File: config.mk
export PLATFORM = sky130hd
export DESIGN_NAME = hamming_secded_pipe
export DESIGN_NICKNAME = d
export VERILOG_FILES = /design/src/rtl/hamming_secded_pipe.sv
export SDC_FILE = /design/constraint.sdc
export NUM_CORES = 1
export LEC_CHECK = 0
export CORE_UTILIZATION = 35
export DETAILED_ROUTE_END_ITERATION = 12
export PLACE_DENSITY_LB_ADDON = 0.3
export SLEW_MARGIN = 10
export SYNTH_ARGS = -nofsm -noshare
export SYNTH_HDL_FRONTEND = slang
export SYNTH_SLANG_ARGS = --single-unit
File: constraint.sdc
create_clock -name ip_clk -period 1.2 [get_ports ip_clk]
set_input_delay 0.24 -clock ip_clk [delete_from_list [all_inputs] [get_ports ip_clk]]
set_output_delay 0.24 -clock ip_clk [all_outputs]
set_load 0.01 [all_outputs]
File: src/rtl/hamming_secded_pipe.sv
// hamming_secded_pipe: two-stage SECDED Hamming decoder with a valid/ready
// handshake and optional saturating error counters.
//
// Codeword layout: bit i-1 of ip_code holds Hamming position i. Parity bits
// occupy the power-of-two positions and data bits fill the remaining
// positions in ascending order, d0 first. ip_par is the overall even parity
// over the whole word.
//
// Ports
//   ip_clk, ip_rst        clock and synchronous active-high reset
//   ip_code, ip_par       codeword and overall parity bit
//   ip_valid / ip_ready   input handshake (ip_ready = pipeline advance enable)
//   op_data               decoded data, corrected where possible
//   op_syndrome           raw syndrome of the word
//   op_sec / op_ded       single error corrected / uncorrectable error seen
//   op_valid / op_ready   output handshake
//   ip_cnt_clr            clear both error counters
//   op_sec_cnt/op_ded_cnt saturating counts of corrected / uncorrectable words
//
// Build option: define HAMM_ERR_CNT_EN to include the error counters. Without
// it the counter outputs are tied to zero and ip_cnt_clr is ignored.
module hamming_secded_pipe #(
  parameter int DW    = 4,
  parameter int CNT_W = 16,
  // Fixed-point iteration of PW = clog2(DW+PW+1); it converges from below to
  // the smallest solution within two steps over the legal DW range.
  localparam int PW0  = $clog2(DW + 1),
  localparam int PW1  = $clog2(DW + PW0 + 1),
  localparam int PW   = $clog2(DW + PW1 + 1),
  localparam int N    = DW + PW
) (
  input  logic             ip_clk,
  input  logic             ip_rst,
  input  logic [N-1:0]     ip_code,
  input  logic             ip_par,
  input  logic             ip_valid,
  output logic             ip_ready,
  output logic [DW-1:0]    op_data,
  output logic [PW-1:0]    op_syndrome,
  output logic             op_sec,
  output logic             op_ded,
  output logic             op_valid,
  input  logic             op_ready,
  input  logic             ip_cnt_clr,
  output logic [CNT_W-1:0] op_sec_cnt,
  output logic [CNT_W-1:0] op_ded_cnt
);

  // XOR of the position indices of every set bit.
  function automatic logic [PW-1:0] syndrome(input logic [N-1:0] c);
    logic [PW-1:0] s;
    s = '0;
    for (int i = 1; i <= N; i++)
      if (c[i-1]) s = s ^ PW'(i);
    return s;
  endfunction

  // Gather the bits at non-power-of-two positions, lowest position first.
  function automatic logic [DW-1:0] extract(input logic [N-1:0] c);
    logic [DW-1:0] d;
    int k;
    d = '0;
    k = 0;
    for (int i = 1; i <= N; i++)
      if ((i & (i - 1)) != 0) begin
        d[k] = c[i-1];
        k++;
      end
    return d;
  endfunction

  logic en;

  logic          vld_p1_q, vld_p1_d;
  logic [PW-1:0] syn_p1_q, syn_p1_d;
  logic          g_p1_q,   g_p1_d;
  logic [N-1:0]  code_p1_q, code_p1_d;

  logic          vld_p2_q, vld_p2_d;
  logic [DW-1:0] data_p2_q, data_p2_d;
  logic [PW-1:0] syn_p2_q, syn_p2_d;
  logic          sec_p2_q, sec_p2_d;
  logic          ded_p2_q, ded_p2_d;

  logic [N-1:0]  code_fix;
  logic          in_range;
  logic          sec_dec, ded_dec;

  assign en       = !vld_p2_q || op_ready;
  assign ip_ready = en;

  // Decode from stage-1 registers. A syndrome beyond N cannot name a real
  // position, so it is treated as uncorrectable even when G flags one error.
  always_comb begin
    in_range = (int'(syn_p1_q) <= N);
    sec_dec  = g_p1_q && in_range;
    ded_dec  = (syn_p1_q != '0) && !sec_dec;
    code_fix = code_p1_q;
    for (int i = 1; i <= N; i++)
      if (g_p1_q && (syn_p1_q == PW'(i))) code_fix[i-1] = ~code_p1_q[i-1];
  end

  always_comb begin
    vld_p1_d  = vld_p1_q;
    syn_p1_d  = syn_p1_q;
    g_p1_d    = g_p1_q;
    code_p1_d = code_p1_q;
    vld_p2_d  = vld_p2_q;
    data_p2_d = data_p2_q;
    syn_p2_d  = syn_p2_q;
    sec_p2_d  = sec_p2_q;
    ded_p2_d  = ded_p2_q;
    if (en) begin
      vld_p1_d  = ip_valid;
      syn_p1_d  = syndrome(ip_code);
      g_p1_d    = ^ip_code ^ ip_par;
      code_p1_d = ip_code;
      vld_p2_d  = vld_p1_q;
      data_p2_d = extract(code_fix);
      syn_p2_d  = syn_p1_q;
      sec_p2_d  = sec_dec;
      ded_p2_d  = ded_dec;
    end
  end

  // ---- stage 1: syndrome, overall check, raw codeword ----
  always_ff @(posedge ip_clk) begin
    syn_p1_q  <= syn_p1_d;
    g_p1_q    <= g_p1_d;
    code_p1_q <= code_p1_d;
  end

  // ---- stage 2: decoded outputs; valids and outputs cleared by reset ----
  always_ff @(posedge ip_clk) begin
    if (ip_rst) begin
      vld_p1_q  <= 1'b0;
      vld_p2_q  <= 1'b0;
      data_p2_q <= '0;
      syn_p2_q  <= '0;
      sec_p2_q  <= 1'b0;
      ded_p2_q  <= 1'b0;
    end else begin
      vld_p1_q  <= vld_p1_d;
      vld_p2_q  <= vld_p2_d;
      data_p2_q <= data_p2_d;
      syn_p2_q  <= syn_p2_d;
      sec_p2_q  <= sec_p2_d;
      ded_p2_q  <= ded_p2_d;
    end
  end

  assign op_valid    = vld_p2_q;
  assign op_data     = data_p2_q;
  assign op_syndrome = syn_p2_q;
  assign op_sec      = sec_p2_q;
  assign op_ded      = ded_p2_q;

`ifdef HAMM_ERR_CNT_EN
  function automatic logic [CNT_W-1:0] sat_inc(input logic [CNT_W-1:0] c);
    return (&c) ? c : c + 1'b1;
  endfunction

  logic             out_hs;
  logic [CNT_W-1:0] sec_cnt_q, sec_cnt_d;
  logic [CNT_W-1:0] ded_cnt_q, ded_cnt_d;

  assign out_hs = vld_p2_q && op_ready;

  // Clear wins over a same-cycle increment.
  always_comb begin
    sec_cnt_d = sec_cnt_q;
    ded_cnt_d = ded_cnt_q;
    if (ip_cnt_clr) begin
      sec_cnt_d = '0;
      ded_cnt_d = '0;
    end else if (out_hs) begin
      if (sec_p2_q) sec_cnt_d = sat_inc(sec_cnt_q);
      if (ded_p2_q) ded_cnt_d = sat_inc(ded_cnt_q);
    end
  end

  always_ff @(posedge ip_clk) begin
    if (ip_rst) begin
      sec_cnt_q <= '0;
      ded_cnt_q <= '0;
    end else begin
      sec_cnt_q <= sec_cnt_d;
      ded_cnt_q <= ded_cnt_d;
    end
  end

  assign op_sec_cnt = sec_cnt_q;
  assign op_ded_cnt = ded_cnt_q;
`else
  logic unused_cnt_clr;
  assign unused_cnt_clr = ip_cnt_clr;
  assign op_sec_cnt     = '0;
  assign op_ded_cnt     = '0;
`endif

endmodule

Figure 1. Power grid (run 1).
The bar under the picture is 20 um long. Pins as bars on the die edge.
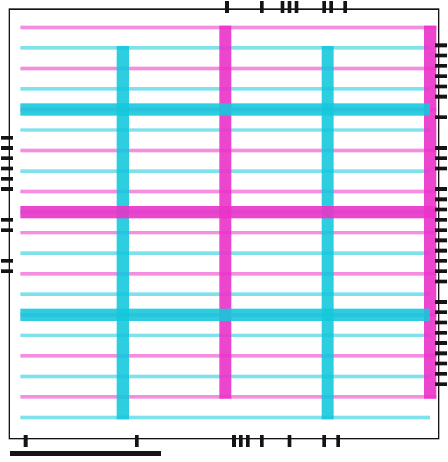
legend:
  magenta:
    net: VDD
  cyan:
    net: VSS
met4 straps: 4
signal pins: 56
met5 straps: 3
rows: 19
Core Area: 2810 sq um
maximum vdd drop: 0.481 mV
Die X: 56.7 um
die height: 56.7 um

Figure 2. Cell classes on the final placement (run 1).
The bar under the picture is 20 um long.
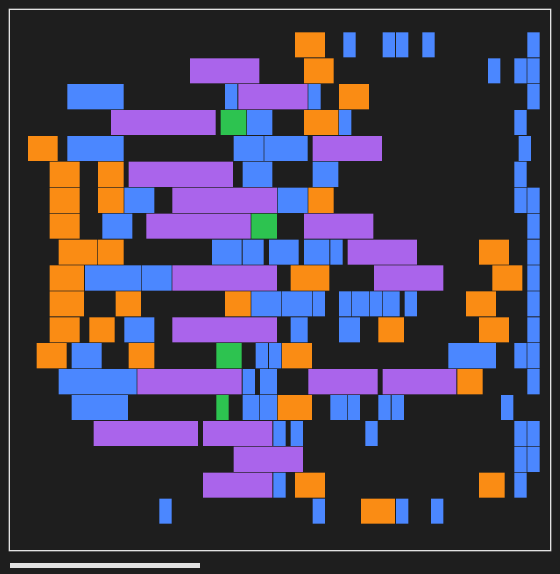
legend:
  orange:
    class: remaining buffers and delay cells
    cells: 33
    share_of_their_area: 23%
  purple:
    class: registers
    cells: 19
    share_of_their_area: 37%
  blue:
    class: remaining logic cells
    cells: 81
    share_of_their_area: 38%
  green:
    class: clock drivers and dummy loads
    cells: 4
    share_of_their_area: 2.1%
final cell area excluding filler cells: 1290 sq um
number of placement rows: 19

==> report_table.html, run 1 <==
<p>Metrics extracted from the flow reports.</p>
<table>
<tr><th>Metric</th><th>Value</th></tr>
<tr><th colspan="2">Place</th></tr>
<tr><td>Worst setup slack after placement</td><td>-0.506 ns</td></tr>
<tr><td>Gpl congestion</td><td>just over 0.7</td></tr>
<tr><td>Final HPWL from detailed placement</td><td>1190 um</td></tr>
<tr><td>Count of port buffers added during placement</td><td>22</td></tr>
<tr><td>Instance area at placement</td><td>1230 sq um</td></tr>
<tr><th colspan="2">Flow run</th></tr>
<tr><td>Number of maximum-capacitance violations</td><td>0</td></tr>
<tr><td>Number of logged tool warnings</td><td>29</td></tr>
<tr><th colspan="2">Drt</th></tr>
<tr><td>Remaining antenna violation count</td><td>0</td></tr>
<tr><td>Number of vias in the routed layout</td><td>692</td></tr>
<tr><td>Via density per instance</td><td>4.12</td></tr>
<tr><td>Number of DRC violations after detailed-routing iteration 0</td><td>24</td></tr>
<tr><td>DRC violations left</td><td>17</td></tr>
<tr><td>First-pass DRT Iterations</td><td>9</td></tr>
<tr><td>Routed Wire Length</td><td>between 1500 and 2000 um</td></tr>
<tr><td>Routed WL per cell</td><td>9.10 um</td></tr>
<tr><th colspan="2">Layout</th></tr>
<tr><td>ANT cells</td><td>0</td></tr>
<tr><td>Most frequent logic cell in the layout</td><td>conb_1</td></tr>
<tr><td>Number of fillers in the final layout</td><td>between 200 and 300</td></tr>
<tr><td>Logic cell area</td><td>473 sq um</td></tr>
<tr><td>Signed area change from the synthesized netlist to the final layout</td><td>23.2%</td></tr>
<tr><td>Commonest cells after routing, fill and taps aside</td><td>conb_1, dlygate4sd2_1, nand2_1, buf_4, dfxtp_1</td></tr>
<tr><td>Flip-flop and latch area</td><td>462 sq um</td></tr>
<tr><td>Fraction of final layout cells sized beyond drive strength 1</td><td>17.5%</td></tr>
<tr><td>NumNets Final</td><td>151</td></tr>
<tr><th colspan="2">Worst setup path</th></tr>
<tr><td>Register-to-Register Path Depth</td><td>3</td></tr>
<tr><td>Worst flop-to-flop path endpoint</td><td>op_data[0]</td></tr>
<tr><td>Arrival @ worst endpoint</td><td>1.24 ns</td></tr>
<tr><td>CP endpoint</td><td>g_p1_q</td></tr>
<tr><td>Startpoint of the most critical register-to-register path</td><td>syn_p1_q[2]</td></tr>
<tr><td>Maximum fanout encountered on the critical timing path</td><td>1</td></tr>
<tr><td>Startpoint type of the worst setup path</td><td>input port</td></tr>
<tr><td>Endpoint class of the critical path</td><td>flip-flop</td></tr>
<tr><td>Required time reported for the critical path endpoint</td><td>1.25 ns</td></tr>
<tr><td>Worst-case register-to-register setup slack</td><td>0.07 ns</td></tr>
<tr><td>Worst setup path category</td><td>in2reg</td></tr>
<tr><td>Launch point of the critical path</td><td>ip_par</td></tr>
<tr><th colspan="2">Clock tree</th></tr>
<tr><td>Number of clock sinks</td><td>19</td></tr>
<tr><td>Worst-path clk slew</td><td>0.10 ns</td></tr>
<tr><td>TritonCTS Buffers</td><td>3</td></tr>
<tr><td>H-tree lvl count</td><td>1</td></tr>
<tr><td>CTS hold repair buffers</td><td>0</td></tr>
<tr><td>CTS Root Buffer Type</td><td>clkbuf_4</td></tr>
<tr><td>Clock tree from TritonCTS</td><td>yes</td></tr>
<tr><td>Post_cts resized</td><td>31</td></tr>
<tr><td>Maximum clock insertion buffer count</td><td>2</td></tr>
<tr><td>Post-CTS Setup Inserts</td><td>1</td></tr>
<tr><th colspan="2">Global route</th></tr>
<tr><td>Overflow after GRT</td><td>0</td></tr>
<tr><td>Global-route wire length before repair</td><td>2440 um</td></tr>
<tr><td>Antenna violations before repair</td><td>0</td></tr>
<tr><td>Via count of the first global-routing pass</td><td>587</td></tr>
<tr><td>GRT Util Overall</td><td>9.96%</td></tr>
<tr><td>Maximum number of pins on one net before global-route repair</td><td>22</td></tr>
<tr><th colspan="2">Final timing</th></tr>
<tr><td>Post-route setup slack</td><td>0.00223 ns</td></tr>
<tr><td>Total of endpoints with negative setup slack in the final report</td><td>0</td></tr>
<tr><td>Final max-slew violation count</td><td>0</td></tr>
<tr><td>Highest clock frequency the design can meet</td><td>835 MHz</td></tr>
<tr><td>Final Cycle Share</td><td>99.8%</td></tr>
<tr><td>RSZ-0062 raised after global routing</td><td>yes</td></tr>
<tr><td>Endpoints failing hold</td><td>0</td></tr>
<tr><td>Crit path time final</td><td>1.20 ns</td></tr>
<tr><th colspan="2">Yosys</th></tr>
<tr><td>Share of async-settable or async-resettable flops after synthesis</td><td>0%</td></tr>
<tr><td>Leading register cell type out of synthesis</td><td>dfxtp_1</td></tr>
<tr><td>Leading area contributor after synthesis</td><td>buf_4</td></tr>
<tr><td>Number of synthesized register bits</td><td>19</td></tr>
<tr><td>Synthesis area per yosys</td><td>around 1000 sq um</td></tr>
<tr><td>Top cells by count</td><td>buf_4, dfxtp_1, nand2_1</td></tr>
<tr><td>Most frequently used cell type in the post-synthesis netlist</td><td>buf_4</td></tr>
<tr><td>Count of instantiated cells in the yosys netlist</td><td>104</td></tr>
<tr><td>Unique cell type count in the Yosys netlist</td><td>20</td></tr>
<tr><td>Top area contributor share</td><td>between 20% and 30%</td></tr>
<tr><td>Count of yosys warnings during synthesis</td><td>0</td></tr>
<tr><td>Mapped Avg Cell Area</td><td>10.1 sq um</td></tr>
<tr><td>Register area share after synthesis</td><td>44.0%</td></tr>
<tr><td>Top cells, area</td><td>buf_4, edfxtp_1, dfxtp_1, xor2_1, nand2_1</td></tr>
<tr><td>Mapped cell area</td><td>approximately 1000 sq um</td></tr>
<tr><td>Post-synthesis instance total</td><td>104</td></tr>
<tr><td>Count of library flops with an enable pin</td><td>8</td></tr>
<tr><th colspan="2">Power</th></tr>
<tr><td>Static Leak</td><td>0.605 nW</td></tr>
<tr><td>Cell Pwr Density</td><td>1230 nW/um^2</td></tr>
<tr><th colspan="2">Status</th></tr>
<tr><td>Result of the run</td><td>finished, violations left</td></tr>
<tr><td>Violations in the final reports</td><td>design-rule violations</td></tr>
<tr><th colspan="2">Min path</th></tr>
<tr><td>Hold crit path type</td><td>in2reg</td></tr>
<tr><td>Origin of the worst min-delay path</td><td>ip_code[4]</td></tr>
<tr><td>Number of cells on the worst hold path</td><td>1</td></tr>
<tr><td>Worst Hold Path EP</td><td>code_p1_q[4]</td></tr>
<tr><th colspan="2">Die</th></tr>
<tr><td>Area of the die</td><td>3210 sq um</td></tr>
<tr><td>Pre-Place Util</td><td>about 37%</td></tr>
<tr><td>Number of top-level design ports</td><td>around 56</td></tr>
</table>
Figure 3. Clock distribution (run 1).
The bar under the picture is 20 um long.
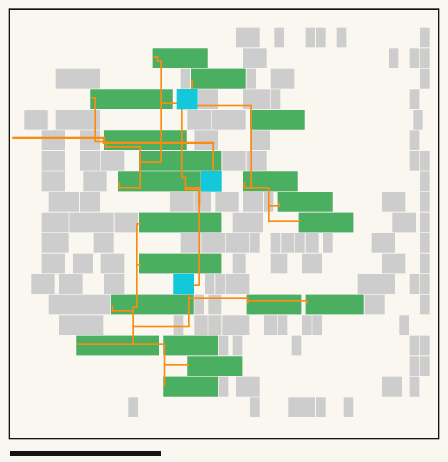
legend:
  green:
    item: flip-flops
    count: 19
  cyan:
    item: clock-net drivers
    count: 3
  orange:
    item: clock wires
    length: 215 um
routed clock nets: 4
clk_lat worst skew: 0.29 ns
clock-net power: 311 uW

run 1: flip-flops by register name (all words and copies together), names as in the netlist:
register,flops
code_p1_q,4
syn_p1_q,3
op_sec,1
op_ded,1
op_data,4
g_p1_q,1
op_valid,1
vld_p1_q,1
op_syndrome,3
run 1: critical path, cell delays in order:
cell and delay, ns:
clkdlybuf4s50_1 0.47, xnor3_1 0.39, xor2_1 0.15
run 1: metrics by stage:
stage	power, mW	hold WS (ns)	setup TNS [ns]	utilization (%)	std cells
finish	1.58	0.330	0	46.0	168
global route	1.67	0.342	-0.0578	46.0	168
CTS	1.58	0.326	-0.00454	45.1	166
detailed placement	1.29	0.446	-6.06	43.8	161
global placement	1.28	0.439	-6.05	43.8	161
floorplan	1.17	0.313	0	-	135
run 1: kinds of logic after synthesis:
group                  share of synthesized area, %
flip-flops                                     44.0
XOR/XNOR                                       14.5
buffers and inverters                          24.6
AND-OR/OR-AND                                  5.73
other                                         0.358
AND/OR/NAND/NOR                                10.9
run 1: power by group:
part	leakage (nW)	total, mW	switching, mW	internal (mW)
logic	0.414	0.417	0.203	0.214
registers	0.176	0.856	0.0732	0.783
clock network	0.0150	0.311	0.182	0.129
run 1: layout make-up:
type	instances	share of cell area (%)
Multi-Input combinational cell	80	36.7
Sequential cell	19	35.8
Timing Repair Buffer	33	22.2
Tap cell	31	3.01
Clock buffer	4	2.04
Inverter	1	0.291
run 1: routing by layer:
| metal | GRT usage [%] | up-vias | part of all wire, % |
|---|---|---|---|
| met1 | 10.4 | 304 | 39 |
| met3 | 2.07 | 0 | 8.4 |
| met4 | 5.36 | 0 | 0 |
| met2 | 18.4 | 45 | 52 |
| met5 | 0 | - | 0 |
| li1 | - | 343 | - |
Figure 4. Wiring by layer (run 1).
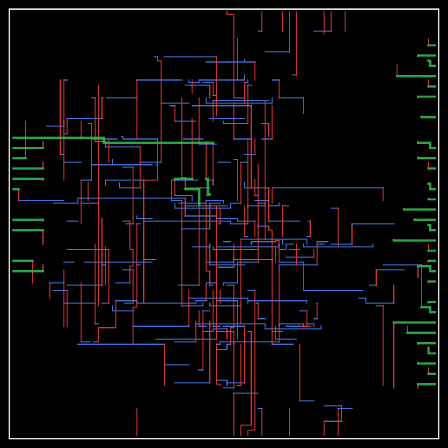

==> inputs of run 2 (changes only) <==
--- a/config.mk
+++ b/config.mk
@@ -7,3 +7,4 @@
 export LEC_CHECK = 0
-export CORE_UTILIZATION = 35
+export CORE_UTILIZATION = 36
+export CTS_BUF_LIST = sky130_fd_sc_hd__clkbuf_2 sky130_fd_sc_hd__clkbuf_4 sky130_fd_sc_hd__clkbuf_8
 export DETAILED_ROUTE_END_ITERATION = 12
--- a/constraint.sdc
+++ b/constraint.sdc
@@ -3,2 +3,2 @@
 set_output_delay 0.24 -clock ip_clk [all_outputs]
-set_load 0.01 [all_outputs]
+set_load 0.02 [all_outputs]
Figure 5. Wiring by layer (run 2).
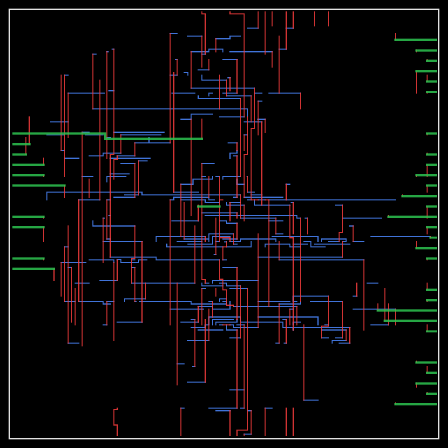
legend:
  red:
    layer: M2
    wire_length: 816 um
  green:
    layer: M3
    wire_length: 132 um
  blue:
    layer: M1
    wire_length: 619 um
GRT Util Overall: 10.1%
Routed Wire Length: 1570 um
Routed WL per cell: 9.16 um
number of vias in the routed layout: 708

Figure 6. Congestion heat map (run 2).
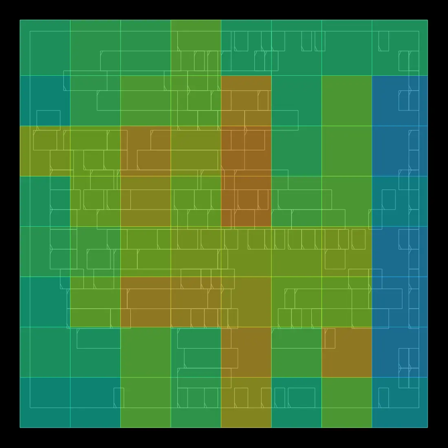
met2 usage: 18.4%
global routing usage on met1: 11.6%
grt peak-use layer: met2

==> run 2 against run 1 <==
The flow now finishes without violations; first-iteration DRC count is 71% lower; register-to-register slack barely moved; clock power is 7.4% higher; synthesized cell count unchanged; sequential share of layout area is 0.42 points higher; critical endpoint is now ip_ready; highest routed layer unchanged.
==> report_table.html, run 2 <==
<p>Metrics extracted from the flow reports.</p>
<table>
<tr><th>Metric</th><th>Value</th></tr>
<tr><th colspan="2">Layout</th></tr>
<tr><td>Flip-flop and latch area</td><td>462 sq um</td></tr>
<tr><td>Number of fillers in the final layout</td><td>281</td></tr>
<tr><td>Signed area change from the synthesized netlist to the final layout</td><td>21.7%</td></tr>
<tr><td>ANT cells</td><td>0</td></tr>
<tr><td>Commonest cells after routing, fill and taps aside</td><td>conb_1, buf_4, nand2_1</td></tr>
<tr><td>Final core area utilization</td><td>46.2%</td></tr>
<tr><td>Final Non-Filler Cells</td><td>171</td></tr>
<tr><th colspan="2">Clock tree</th></tr>
<tr><td>TritonCTS Buffers</td><td>3</td></tr>
<tr><td>Worst-path clk slew</td><td>0.10 ns</td></tr>
<tr><th colspan="2">Yosys</th></tr>
<tr><td>Share of async-settable or async-resettable flops after synthesis</td><td>0%</td></tr>
<tr><td>Number of synthesized register bits</td><td>19</td></tr>
<tr><td>Arithmetic-cell share of the synthesized area counting full adders, half adders and majority gates</td><td>0%</td></tr>
<tr><td>Synth Area in Compound Gates</td><td>about 5.7%</td></tr>
<tr><td>Most frequently used cell type in the post-synthesis netlist</td><td>buf_4</td></tr>
<tr><td>Leading register cell type out of synthesis</td><td>dfxtp_1</td></tr>
<tr><td>Count of instantiated cells in the yosys netlist</td><td>104</td></tr>
<tr><td>Mux cell area share</td><td>0%</td></tr>
<tr><td>Mapped cell area</td><td>1050 sq um</td></tr>
<tr><th colspan="2">Worst setup path</th></tr>
<tr><td>Worst setup path category</td><td>reg2out</td></tr>
<tr><td>Required time reported for the critical path endpoint</td><td>0.96 ns</td></tr>
<tr><td>Worst flop-to-flop path endpoint</td><td>op_data[1]</td></tr>
<tr><td>Worst-case register-to-register setup slack</td><td>~0.060 ns</td></tr>
<tr><td>Maximum fanout encountered on the critical timing path</td><td>2</td></tr>
<tr><th colspan="2">Power</th></tr>
<tr><td>Relative contribution of sequential cells to total power</td><td>between 50% and 60%</td></tr>
<tr><td>Net switching power</td><td>542 uW</td></tr>
<tr><td>Clock group share of total power</td><td>19.6%</td></tr>
<tr><th colspan="2">Drt</th></tr>
<tr><td>Number of DRC violations after detailed-routing iteration 0</td><td>7</td></tr>
<tr><td>Met2 Wirelength</td><td>816 um</td></tr>
<tr><td>Top layer used by detailed routing</td><td>met3</td></tr>
<tr><td>First-pass DRT Iterations</td><td>4</td></tr>
<tr><th colspan="2">Place</th></tr>
<tr><td>Total instance count after detailed placement</td><td>161</td></tr>
<tr><th colspan="2">Status</th></tr>
<tr><td>Result of the run</td><td>finished clean</td></tr>
<tr><th colspan="2">Die</th></tr>
<tr><td>Core Area</td><td>2760 sq um</td></tr>
<tr><td>Area of the die</td><td>3130 sq um</td></tr>
<tr><td>Die X</td><td>55.9 um</td></tr>
<tr><td>Pre-Place Util</td><td>38.0%</td></tr>
<tr><th colspan="2">Final timing</th></tr>
<tr><td>Total of endpoints with negative setup slack in the final report</td><td>0</td></tr>
<tr><td>Final Cycle Share</td><td>around 100%</td></tr>
<tr><td>Endpoints failing hold</td><td>0</td></tr>
<tr><th colspan="2">Global route</th></tr>
<tr><td>Overflow after GRT</td><td>0</td></tr>
<tr><td>Global-route wire length before repair</td><td>~2500 um</td></tr>
<tr><th colspan="2">Min path</th></tr>
<tr><td>Hold crit path type</td><td>in2reg</td></tr>
</table>
[run 2: critical path, cell delays in order, from the launching register on]
cell and delay [ns]:
dfxtp_2 0.34, nor2b_4 0.15, inv_2 0.06, buf_6 0.13
[run 2: cell type report]
| cell class | instances | area share [%] |
|---|---|---|
| inverters | 1 | 0.294 |
| well taps | 31 | 3.04 |
| multi-input cells | 80 | 36.7 |
| flip-flops and latches | 19 | 36.2 |
| clock buffers | 4 | 2.36 |
| repair buffers | 36 | 21.4 |
[run 2: stage by stage]
step / TNS (ns) / setup WS (ns) / instance area (sq um) / hold slack (ns)
final: 0 / 0.00170 / 1270 / 0.341
after global routing: -0.134 / -0.0558 / 1270 / 0.335
after CTS: -0.0734 / -0.0734 / 1270 / 0.337
after detailed placement: -5.82 / -0.515 / 1230 / 0.449
after global placement: -5.58 / -0.491 / 1230 / 0.438
after floorplan: 0 / 0.0288 / 1170 / 0.313
[run 2: power by group through the flow]
stage	sequential [mW]	combinational, mW	clock (mW)
floorplan	0.921	0.332	0
global placement	0.871	0.488	0
detailed placement	0.874	0.495	0
CTS	0.859	0.474	0.349
global route	0.873	0.554	0.384
finish	0.854	0.512	0.334
[run 2: worst max-delay path by stage]
stage | start | to | slack (ns) | cells past startpoint
2_1_floorplan | op_valid | code_p1_q[2] | 0.03 | 4
3_3_place_gp | op_ready | ip_ready | -0.49 | 4
3_5_place_dp | ip_code[2] | g_p1_q | -0.51 | 4
4_1_cts | op_ready | ip_ready | -0.07 | 4
5_1_grt | op_valid | ip_ready | -0.06 | 3
6_report | op_valid | ip_ready | 0.002 | 3
[run 2: timing repair]
item / in CTS / in global routing
buffers inserted: 1 / 5
setup endpoints to repair: 13 / 17
hold endpoints to repair: 0 / 0
pin swaps: 5 / 2
gates resized: 34 / 15
No activity file was given, so power comes from the tool's default toggle rates.
